$ cat config.mk
export PLATFORM = sky130hd
export DESIGN_NAME = timer0_controller
export DESIGN_NICKNAME = d
export VERILOG_FILES = /design/src/rtl/timer0_pkg.sv /design/src/rtl/timer0_prescaler.sv /design/src/rtl/timer0_controller.sv
export SDC_FILE = /design/constraint.sdc
export NUM_CORES = 1
export LEC_CHECK = 0
export CORE_MARGIN = 2
export CORE_UTILIZATION = 58
export CTS_BUF_LIST = sky130_fd_sc_hd__clkbuf_8
export DETAILED_ROUTE_END_ITERATION = 8
export HOLD_SLACK_MARGIN = 0.03
export PLACE_DENSITY_LB_ADDON = 0.05
export SLEW_MARGIN = 40
export SYNTH_ARGS = -nofsm -noshare
export SYNTH_HDL_FRONTEND = slang
export SYNTH_SLANG_ARGS = --single-unit
$ cat constraint.sdc
create_clock -name sysClock -period 3.1 [get_ports sysClock]
set_input_delay 0.31 -clock sysClock [delete_from_list [all_inputs] [get_ports sysClock]]
set_output_delay 0.31 -clock sysClock [all_outputs]
set_load 0.01 [all_outputs]
$ cat src/rtl/timer0_pkg.sv
// Timer0 shared definitions: default I/O addresses, register bit positions,
// clock-select and compare-output encodings, and the compare-output action.
package timer0_pkg;

  // Default I/O-space addresses of the registers owned by Timer0
  localparam logic [5:0] TCNT_ADDR_DEF  = 6'h32;
  localparam logic [5:0] TCCR_ADDR_DEF  = 6'h33;
  localparam logic [5:0] OCR_ADDR_DEF   = 6'h3C;
  localparam logic [5:0] TIMSK_ADDR_DEF = 6'h39;
  localparam logic [5:0] TIFR_ADDR_DEF  = 6'h38;

  // TCCR0 bit positions
  localparam int TCCR_FOC0   = 7;
  localparam int TCCR_WGM00  = 6;
  localparam int TCCR_COM_HI = 5;
  localparam int TCCR_COM_LO = 4;
  localparam int TCCR_WGM01  = 3;
  localparam int TCCR_CS_HI  = 2;
  localparam int TCCR_CS_LO  = 0;

  // TIMSK / TIFR bit positions (only the Timer0 bits are implemented)
  localparam int TIMSK_TOIE0 = 0;
  localparam int TIMSK_OCIE0 = 1;
  localparam int TIFR_TOV0   = 0;
  localparam int TIFR_OCF0   = 1;

  // Clock-select encoding
  typedef enum logic [2:0] {
    CS_STOP     = 3'd0,
    CS_DIV1     = 3'd1,
    CS_DIV8     = 3'd2,
    CS_DIV64    = 3'd3,
    CS_DIV256   = 3'd4,
    CS_DIV1024  = 3'd5,
    CS_EXT_FALL = 3'd6,
    CS_EXT_RISE = 3'd7
  } cs_e;

  // Compare-output mode encoding
  typedef enum logic [1:0] {
    COM_NONE   = 2'd0,
    COM_TOGGLE = 2'd1,
    COM_CLEAR  = 2'd2,
    COM_SET    = 2'd3
  } com_e;

  // Value of the OC0 pin after applying a compare-output action to it
  function automatic logic com_apply(input com_e com, input logic pin);
    logic res;
    res = pin;
    case (com)
      COM_NONE:   res = pin;
      COM_TOGGLE: res = ~pin;
      COM_CLEAR:  res = 1'b0;
      COM_SET:    res = 1'b1;
      default:    res = pin;
    endcase
    return res;
  endfunction

endpackage

$ cat src/rtl/timer0_prescaler.sv
// Timer0 tick source: 10-bit free-running prescaler, t0_pin synchronizer
// with edge detect, and the clock-select mux producing a one-cycle tick.
module timer0_prescaler
  import timer0_pkg::*;
(
  input  logic sysClock,
  input  logic nReset,
  input  cs_e  i_cs,
  input  logic i_t0_pin,
  output logic o_tick
);

  logic [9:0] r_presc;
  logic       r_sync1;
  logic       r_sync2;
  logic       r_edge_prev;
  logic       w_rise;
  logic       w_fall;

  // Prescaler advances whenever the timer is clocked by anything; it is
  // never cleared by a clock-select change, only by reset.
  always_ff @(posedge sysClock or negedge nReset) begin
    if (!nReset) begin
      r_presc <= '0;
    end else if (i_cs != CS_STOP) begin
      r_presc <= r_presc + 10'd1;
    end
  end

  // Two-flop synchronizer for the asynchronous pin plus one history flop
  // for edge detection; a pin edge becomes a tick on the third clock edge.
  always_ff @(posedge sysClock or negedge nReset) begin
    if (!nReset) begin
      r_sync1     <= 1'b0;
      r_sync2     <= 1'b0;
      r_edge_prev <= 1'b0;
    end else begin
      r_sync1     <= i_t0_pin;
      r_sync2     <= r_sync1;
      r_edge_prev <= r_sync2;
    end
  end

  assign w_rise = r_sync2 & ~r_edge_prev;
  assign w_fall = ~r_sync2 & r_edge_prev;

  // Clock-select mux: a /N tick fires in the cycle where the low log2(N)
  // prescaler bits are all ones, so it lasts exactly one cycle.
  always_comb begin
    o_tick = 1'b0;
    case (i_cs)
      CS_STOP:     o_tick = 1'b0;
      CS_DIV1:     o_tick = 1'b1;
      CS_DIV8:     o_tick = &r_presc[2:0];
      CS_DIV64:    o_tick = &r_presc[5:0];
      CS_DIV256:   o_tick = &r_presc[7:0];
      CS_DIV1024:  o_tick = &r_presc[9:0];
      CS_EXT_FALL: o_tick = w_fall;
      CS_EXT_RISE: o_tick = w_rise;
      default:     o_tick = 1'b0;
    endcase
  end

endmodule

$ cat src/rtl/timer0_controller.sv
// Timer0 controller: TCNT0/TCCR0/OCR0 and Timer0 TIMSK/TIFR bits on the CPU
// I/O bus, normal and CTC counting, overflow/compare flags and OC0 output.
module timer0_controller
  import timer0_pkg::*;
#(
  parameter logic [5:0] TCNT_ADDR  = TCNT_ADDR_DEF,
  parameter logic [5:0] TCCR_ADDR  = TCCR_ADDR_DEF,
  parameter logic [5:0] OCR_ADDR   = OCR_ADDR_DEF,
  parameter logic [5:0] TIMSK_ADDR = TIMSK_ADDR_DEF,
  parameter logic [5:0] TIFR_ADDR  = TIFR_ADDR_DEF
) (
  input  logic       sysClock,
  input  logic       nReset,
  input  logic [5:0] io_addr,
  input  logic       io_we,
  input  logic [7:0] io_wdata,
  output logic [7:0] io_rdata,
  output logic       io_hit,
  input  logic       t0_pin,
  output logic       irq_ovf,
  output logic       irq_comp,
  input  logic       ack_ovf,
  input  logic       ack_comp,
  output logic       oc0,
  output logic [7:0] tcnt,
  output logic [7:0] tccr
);

  // Architectural state; FOC0 is a strobe and has no storage
  logic [7:0] r_tcnt;
  logic [6:0] r_tccr;
  logic [7:0] r_ocr;
  logic       r_toie;
  logic       r_ocie;
  logic       r_tov;
  logic       r_ocf;
  logic       r_oc0;
  logic       r_cmp_block;

  logic       w_wr_tcnt;
  logic       w_wr_tccr;
  logic       w_wr_ocr;
  logic       w_wr_timsk;
  logic       w_wr_tifr;
  logic       w_tick;
  logic       w_tick_cnt;
  logic       w_ctc;
  logic       w_eq;
  logic       w_match;
  logic       w_foc;
  logic       w_tov_set;
  logic       w_tov_clr;
  logic       w_ocf_clr;
  logic [7:0] w_tcnt_next;
  logic       w_oc0_next;
  cs_e        w_cs;
  com_e       w_com;
  com_e       w_com_wr;

  // Bus write decode
  assign w_wr_tcnt  = io_we && (io_addr == TCNT_ADDR);
  assign w_wr_tccr  = io_we && (io_addr == TCCR_ADDR);
  assign w_wr_ocr   = io_we && (io_addr == OCR_ADDR);
  assign w_wr_timsk = io_we && (io_addr == TIMSK_ADDR);
  assign w_wr_tifr  = io_we && (io_addr == TIFR_ADDR);

  // Configuration fields of the currently stored TCCR0; a simultaneous
  // TCCR0 write only affects ticks from the next cycle on.
  assign w_cs     = cs_e'(r_tccr[TCCR_CS_HI:TCCR_CS_LO]);
  assign w_com    = com_e'(r_tccr[TCCR_COM_HI:TCCR_COM_LO]);
  assign w_com_wr = com_e'(io_wdata[TCCR_COM_HI:TCCR_COM_LO]);
  assign w_ctc    = r_tccr[TCCR_WGM01] & ~r_tccr[TCCR_WGM00];

  timer0_prescaler u_prescaler (
    .sysClock (sysClock),
    .nReset   (nReset),
    .i_cs     (w_cs),
    .i_t0_pin (t0_pin),
    .o_tick   (w_tick)
  );

  // A CPU write to TCNT0 swallows a coincident tick; the first tick after
  // such a write is also barred from producing a compare match.
  assign w_tick_cnt = w_tick & ~w_wr_tcnt;
  assign w_eq       = (r_tcnt == r_ocr);
  assign w_match    = w_tick_cnt & w_eq & ~r_cmp_block;
  assign w_foc      = w_wr_tccr & io_wdata[TCCR_FOC0];
  assign w_tov_set  = w_tick_cnt & ~w_ctc & (r_tcnt == 8'hFF);
  assign w_tov_clr  = (w_wr_tifr & io_wdata[TIFR_TOV0]) | ack_ovf;
  assign w_ocf_clr  = (w_wr_tifr & io_wdata[TIFR_OCF0]) | ack_comp;

  // Next counter value: bus write, CTC wrap on equality, or plain increment
  always_comb begin
    w_tcnt_next = r_tcnt;
    if (w_wr_tcnt) begin
      w_tcnt_next = io_wdata;
    end else if (w_tick_cnt) begin
      if (w_ctc && w_eq) begin
        w_tcnt_next = 8'h00;
      end else begin
        w_tcnt_next = r_tcnt + 8'd1;
      end
    end
  end

  // Next OC0 level: a real match uses the stored COM bits, a forced compare
  // uses the COM bits being written alongside FOC0.
  always_comb begin
    w_oc0_next = r_oc0;
    if (w_match) begin
      w_oc0_next = com_apply(w_com, w_oc0_next);
    end
    if (w_foc) begin
      w_oc0_next = com_apply(w_com_wr, w_oc0_next);
    end
  end

  // Counter and compare-block state
  always_ff @(posedge sysClock or negedge nReset) begin
    if (!nReset) begin
      r_tcnt      <= 8'h00;
      r_cmp_block <= 1'b0;
    end else begin
      r_tcnt <= w_tcnt_next;
      if (w_wr_tcnt) begin
        r_cmp_block <= 1'b1;
      end else if (w_tick_cnt) begin
        r_cmp_block <= 1'b0;
      end
    end
  end

  // Configuration registers written from the bus
  always_ff @(posedge sysClock or negedge nReset) begin
    if (!nReset) begin
      r_tccr <= 7'h00;
      r_ocr  <= 8'h00;
      r_toie <= 1'b0;
      r_ocie <= 1'b0;
    end else begin
      if (w_wr_tccr) begin
        r_tccr <= io_wdata[6:0];
      end
      if (w_wr_ocr) begin
        r_ocr <= io_wdata;
      end
      if (w_wr_timsk) begin
        r_toie <= io_wdata[TIMSK_TOIE0];
        r_ocie <= io_wdata[TIMSK_OCIE0];
      end
    end
  end

  // Interrupt flags: a set in the same cycle as a clear keeps the flag set
  always_ff @(posedge sysClock or negedge nReset) begin
    if (!nReset) begin
      r_tov <= 1'b0;
      r_ocf <= 1'b0;
    end else begin
      if (w_tov_set) begin
        r_tov <= 1'b1;
      end else if (w_tov_clr) begin
        r_tov <= 1'b0;
      end
      if (w_match) begin
        r_ocf <= 1'b1;
      end else if (w_ocf_clr) begin
        r_ocf <= 1'b0;
      end
    end
  end

  // Compare output pin
  always_ff @(posedge sysClock or negedge nReset) begin
    if (!nReset) begin
      r_oc0 <= 1'b0;
    end else begin
      r_oc0 <= w_oc0_next;
    end
  end

  // Combinational read-back of the addressed register
  always_comb begin
    io_rdata = 8'h00;
    io_hit   = 1'b1;
    case (io_addr)
      TCNT_ADDR:  io_rdata = r_tcnt;
      TCCR_ADDR:  io_rdata = {1'b0, r_tccr};
      OCR_ADDR:   io_rdata = r_ocr;
      TIMSK_ADDR: io_rdata = {6'b0, r_ocie, r_toie};
      TIFR_ADDR:  io_rdata = {6'b0, r_ocf, r_tov};
      default: begin
        io_rdata = 8'h00;
        io_hit   = 1'b0;
      end
    endcase
  end

  assign irq_ovf  = r_tov & r_toie;
  assign irq_comp = r_ocf & r_ocie;
  assign oc0      = r_oc0;
  assign tcnt     = r_tcnt;
  assign tccr     = {1'b0, r_tccr};

endmodule

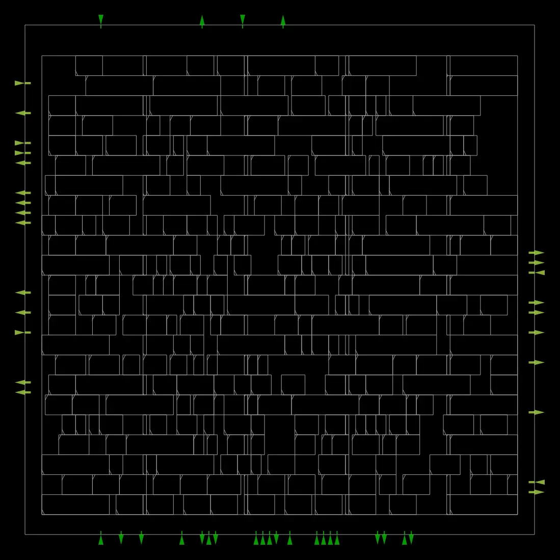
Fig. 1. Cell placement (run 1).
Tapcell Cnt: 50
row cnt: 23
sequential share of cell area: 34.3%

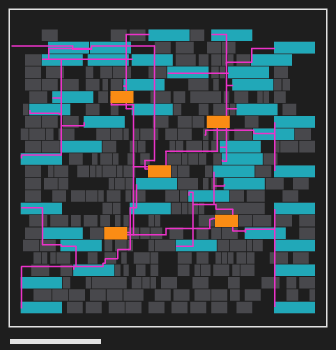
Fig. 2. Clock network drawn from the DEF (run 1).
Scale bar: 20 um.
Orange shows clock-net drivers, count 5. Cyan shows flip-flops, count 42. Magenta shows clock wires, length 504 um.
Position of the flops: widely spread.

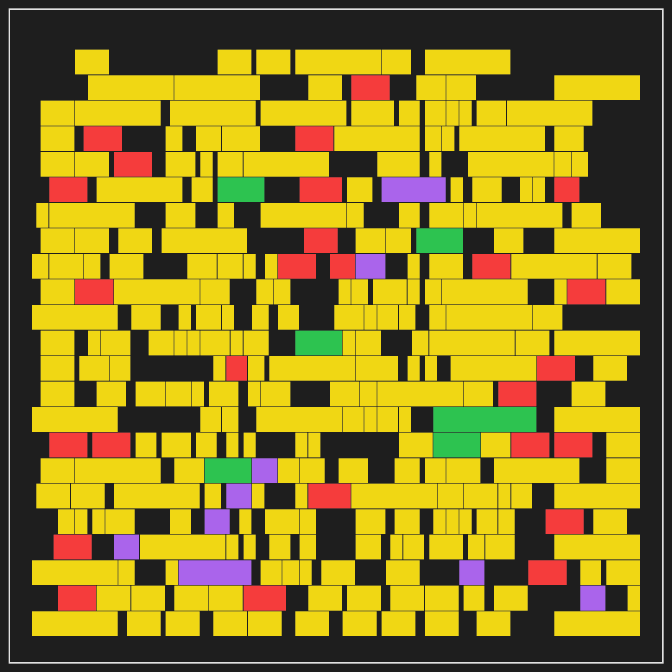
Fig. 3. Cell sizes after repair (run 1).
Yellow shows x1 and smaller, cells 249, share 86%, most used clkdlybuf4s50_1. Red shows x2, cells 26, share 9.0%, most used mux2_2. Green shows x6 and larger, cells 6, share 2.1%, most used clkbuf_8. Purple shows x3 and x4, cells 9, share 3.1%, most used buf_4.

==> run 1: how the worst max path moves through the flow <==
| stage | end | cells past startpoint | slack [ps] | from |
|---|---|---|---|---|
| floorplan | tcnt[4] | 8 | 1160 | r_tccr[2] |
| global placement | io_rdata[6] | 8 | 450 | io_addr[3] |
| detailed placement | io_rdata[5] | 8 | 370 | io_addr[3] |
| CTS | io_rdata[4] | 8 | 360 | io_addr[3] |
| global route | io_rdata[4] | 8 | 180 | io_addr[3] |
| finish | io_rdata[4] | 8 | 330 | io_addr[3] |
==> run 1: area by class of cell <==
cell class / count / share of cell area, %
Tap cell: 50 / 2.04
Inverter: 1 / 0.123
Clock inverter: 3 / 1.35
Multi-Input combinational cell: 188 / 43.6
Timing Repair Buffer: 51 / 16.3
Sequential cell: 42 / 34.3
Clock buffer: 5 / 2.25
==> metrics.cfg, run 1 <==
[status]
status = complete, no violations

[synth]
yosys.area.top_type_share_pct = 42.3
aoi_share_pct = 12.8
mux_share_pct = 12.2
ys.flop_type = dfrtp_1
ys_warn_count = 0
syn-mean-instance-area_um2 = 10.3
synthTopLogicFamily = simple AND/OR/NAND/NOR gates
ys_top_cells_by_count = dfrtp_1 (42), nand2_1 (29), mux2_2 (19), nor2_1 (18), xor2_1 (12)
synth_cells = 242
ys_sh_xor_pct = 6.34
synth_stat.cells = 242
ys.flops = 42

[critical_path]
path_delay_family = buffers and inverters
cp.required_ps = 2790
path_buffers = 3
slowest_stage = clkdlybuf4s50_1
cp-end-kind = output port
r2r_start = tcnt[2]
cpMostUsedCell = clkdlybuf4s50_1
cpPeakStageDelay_ps = 570
reg2reg_depth = 6
arrival_ps = 2460
crit_type = input pin to output port
worstReg2RegEnd = tcnt[6]

[min_path]
hold_path_startpoint = u_prescaler.r_sync1
hold_path_end = u_prescaler.r_sync2

[power]
comb-power_mw = 0.609
powerSeq_mw = 0.861
ir_drop_mv = 0.344
p_int_mw = 1.25
power_density_mw_per_mm2 = 620

[global_routing]
grt_max_degree = 43
track_usage_pct = 24.4
grt.met1_usage_pct = 33.0
first_global_vias = 1937
antenna_found_initial = 0
grt_remaining_overflow = 0

[die]
initial_core_util_pct = 61.3

[final_layout]
drive_gt1_share_pct = 14.1
fin_cells = 340
lay_top_count = clkdlybuf4s50_1
regMostFlops = u_prescaler.r_presc
comb_area_mm2 = 0.00134
layout_top_cells = clkdlybuf4s50_1 (45), dfrtp_1 (42), nand2_1 (29), mux2_2 (19), nor2_1 (18)

[timing]
drv_slew = 0
final.setup.tns_ps = 0
setup_violations = 0
slew_headroom_pct = 52.5
rsz0062_at_grt = false

[cts]
cts_max_level = 2
cts_tree = yes
cts_resized = 0
cts_setup_buffers = 0

[routing]
final_antenna_net_count = 0

[placement]
dp_hpwl_mm = 4.07

[job]
warnings = 26

==> inputs of run 2 (changes only) <==
--- a/config.mk
+++ b/config.mk
@@ -8,8 +8,10 @@
 export CORE_MARGIN = 2
 export CORE_UTILIZATION = 58
 export CTS_BUF_LIST = sky130_fd_sc_hd__clkbuf_8
+export CTS_CLUSTER_SIZE = 20
 export DETAILED_ROUTE_END_ITERATION = 8
 export HOLD_SLACK_MARGIN = 0.03
+export MAX_ROUTING_LAYER = met4
 export PLACE_DENSITY_LB_ADDON = 0.05
 export SLEW_MARGIN = 40
 export SYNTH_ARGS = -nofsm -noshare
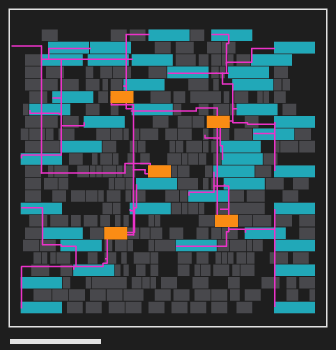
Fig. 4. Clock network drawn from the DEF (run 2).
Scale bar: 20 um.
Cyan shows flip-flops, count 42. Magenta shows clock wires, length 513 um. Orange shows clock-net drivers, count 5.
Position of the flops: widely spread.
clock network fraction of total power: 22.6%
Layout Skew: 4.17 ps

==> run 2 against run 1 <==
Compared with the run above:
- critical path depth is the same
- register-to-register slack better by 40 ps
- final cell count unchanged
- critical path type unchanged
- largest power group unchanged
==> metrics.cfg, run 2 <==
[status]
status = complete, no violations  ; unchanged

[final_layout]
drive_gt1_share_pct = 14.1  ; unchanged
regMostFlops = u_prescaler.r_presc  ; unchanged
layout_top_cells = clkdlybuf4s50_1 (45), dfrtp_1 (42), nand2_1 (29), mux2_2 (19), nor2_1 (18)  ; unchanged
diodes = 0  ; unchanged
fin_cells = 340  ; unchanged
lay_top_count = clkdlybuf4s50_1  ; unchanged

[timing]
slew_headroom_pct = 52.5  ; about the same
fin_crit_ps = 2770  ; about the same
worstMarginPinSlew_ps = 706  ; about the same
setup_violations = 0  ; unchanged
drv_slew = 0  ; unchanged
rsz0062_at_grt = false  ; unchanged
final.setup.tns_ps = 0  ; unchanged

[synth]
synth_stat.cells = 242  ; unchanged
synth_chip_area_mm2 = 0.00249  ; unchanged
yosys.area.top_type_share_pct = 42.3  ; unchanged
mux_share_pct = 12.2  ; unchanged
aoi_share_pct = 12.8  ; unchanged
ys.flop_type = dfrtp_1  ; unchanged
ys_warn_count = 0  ; unchanged
syn-mean-instance-area_um2 = 10.3  ; unchanged
top_cell = dfrtp_1  ; unchanged
ys_sh_xor_pct = 6.34  ; unchanged
ys_top_cells_by_count = dfrtp_1 (42), nand2_1 (29), mux2_2 (19), nor2_1 (18), xor2_1 (12)  ; unchanged
syn_area_mm2 = 0.00249  ; unchanged
synthTopLogicFamily = simple AND/OR/NAND/NOR gates  ; unchanged
synth_cells = 242  ; unchanged
ys.flops = 42  ; unchanged

[critical_path]
r2r_start = tcnt[2]  ; unchanged
worst-path-stages = 8  ; unchanged
endpoint = io_rdata[4]  ; unchanged
cp-end-kind = output port  ; unchanged
worstSetupStartpoint = io_addr[3]  ; unchanged
crit_type = input pin to output port  ; unchanged
worstReg2RegEnd = tcnt[6]  ; unchanged
cpMostUsedCell = clkdlybuf4s50_1  ; unchanged
path_buffers = 3  ; unchanged
slowest_stage = clkdlybuf4s50_1  ; unchanged
path_delay_family = buffers and inverters  ; unchanged
r2r_slack_ps = 630  ; was 590 ps
arrival_ps = 2460  ; about the same
cp.required_ps = 2790  ; about the same
reg2reg_depth = 6  ; unchanged
cpPeakStageDelay_ps = 570  ; about the same

[routing]
wl_met3_um = 326  ; was 330 um
drtIter0Drc = 85  ; was 72
final_antenna_net_count = 0  ; unchanged

[placement]
dp_hpwl_mm = 4.07  ; unchanged
dp_slack_ps = 365  ; unchanged

[die]
fp-row-count = 23  ; unchanged
initial_core_util_pct = 61.3  ; unchanged
chipArea_mm2 = 0.00483  ; unchanged

[power]
p_leak_nw = 1.29  ; unchanged
ir_drop_mv = 0.343  ; was 0.344 mV
power_density_mw_per_mm2 = 619  ; was 620 mW/mm^2

[job]
warnings = 26  ; unchanged

[cts]
clockBufferDepth = 2  ; unchanged
cts_tree = yes  ; unchanged
cts_setup_buffers = 0  ; unchanged
holdBufCountCts = 1  ; unchanged
cts.sinks = 42  ; unchanged
cts_resized = 0  ; unchanged
cts_max_level = 2  ; unchanged

[min_path]
hold_path_end = u_prescaler.r_sync2  ; unchanged
hold_path_startpoint = u_prescaler.r_sync1  ; unchanged

[global_routing]
grt_remaining_overflow = 0  ; unchanged
grt_max_degree = 43  ; unchanged
track_usage_pct = 25.2  ; was 24.4%
antenna_found_initial = 0  ; unchanged
first_global_vias = 1932  ; was 1,937

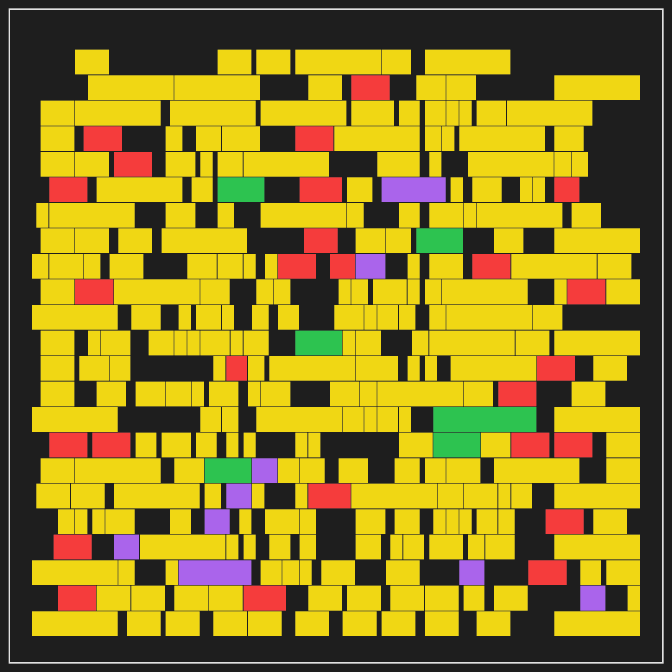
Fig. 5. Cell sizes after repair (run 2).
Red shows x2, cells 26, share 9.0%, most used mux2_2. Purple shows x3 and x4, cells 9, share 3.1%, most used buf_4. Green shows x6 and larger, cells 6, share 2.1%, most used clkbuf_8. Yellow shows x1 and smaller, cells 249, share 86%, most used clkdlybuf4s50_1.
synthesis-to-layout area growth: 23.2%
Final Cell Area: 0.00306 mm^2
worst setup margin: 326 ps
Non-CTS buffers: 51

==> run 2: cell counts in the layout (fill, tap and decap cells not counted) <==
No cell type changed its count.
==> run 2: power by group <==
group / leakage [nW] / switching, mW / internal, mW
Clock: 0.0556 / 0.191 / 0.237
Sequential: 0.525 / 0.189 / 0.671
Combinational: 0.710 / 0.267 / 0.341
Total: 1.29 / 0.647 / 1.25
==> run 2: routing by layer <==
layer	track usage (%)	vias to the layer above
met5	-	-
met4	9.59	0
met3	3.49	9
met2	39.6	62
met1	33.4	954
li1	-	969
==> run 2: layout make-up <==
class	count	area, um^2	area share (%)
flip-flops and latches	42	1050	34.3
multi-input cells	188	1340	43.6
inverters	1	3.75	0.123
well taps	50	62.6	2.04
clock buffers	5	68.8	2.25
clock inverters	3	41.3	1.35
repair buffers	51	498	16.3
Power and IR drop assume default switching activity.
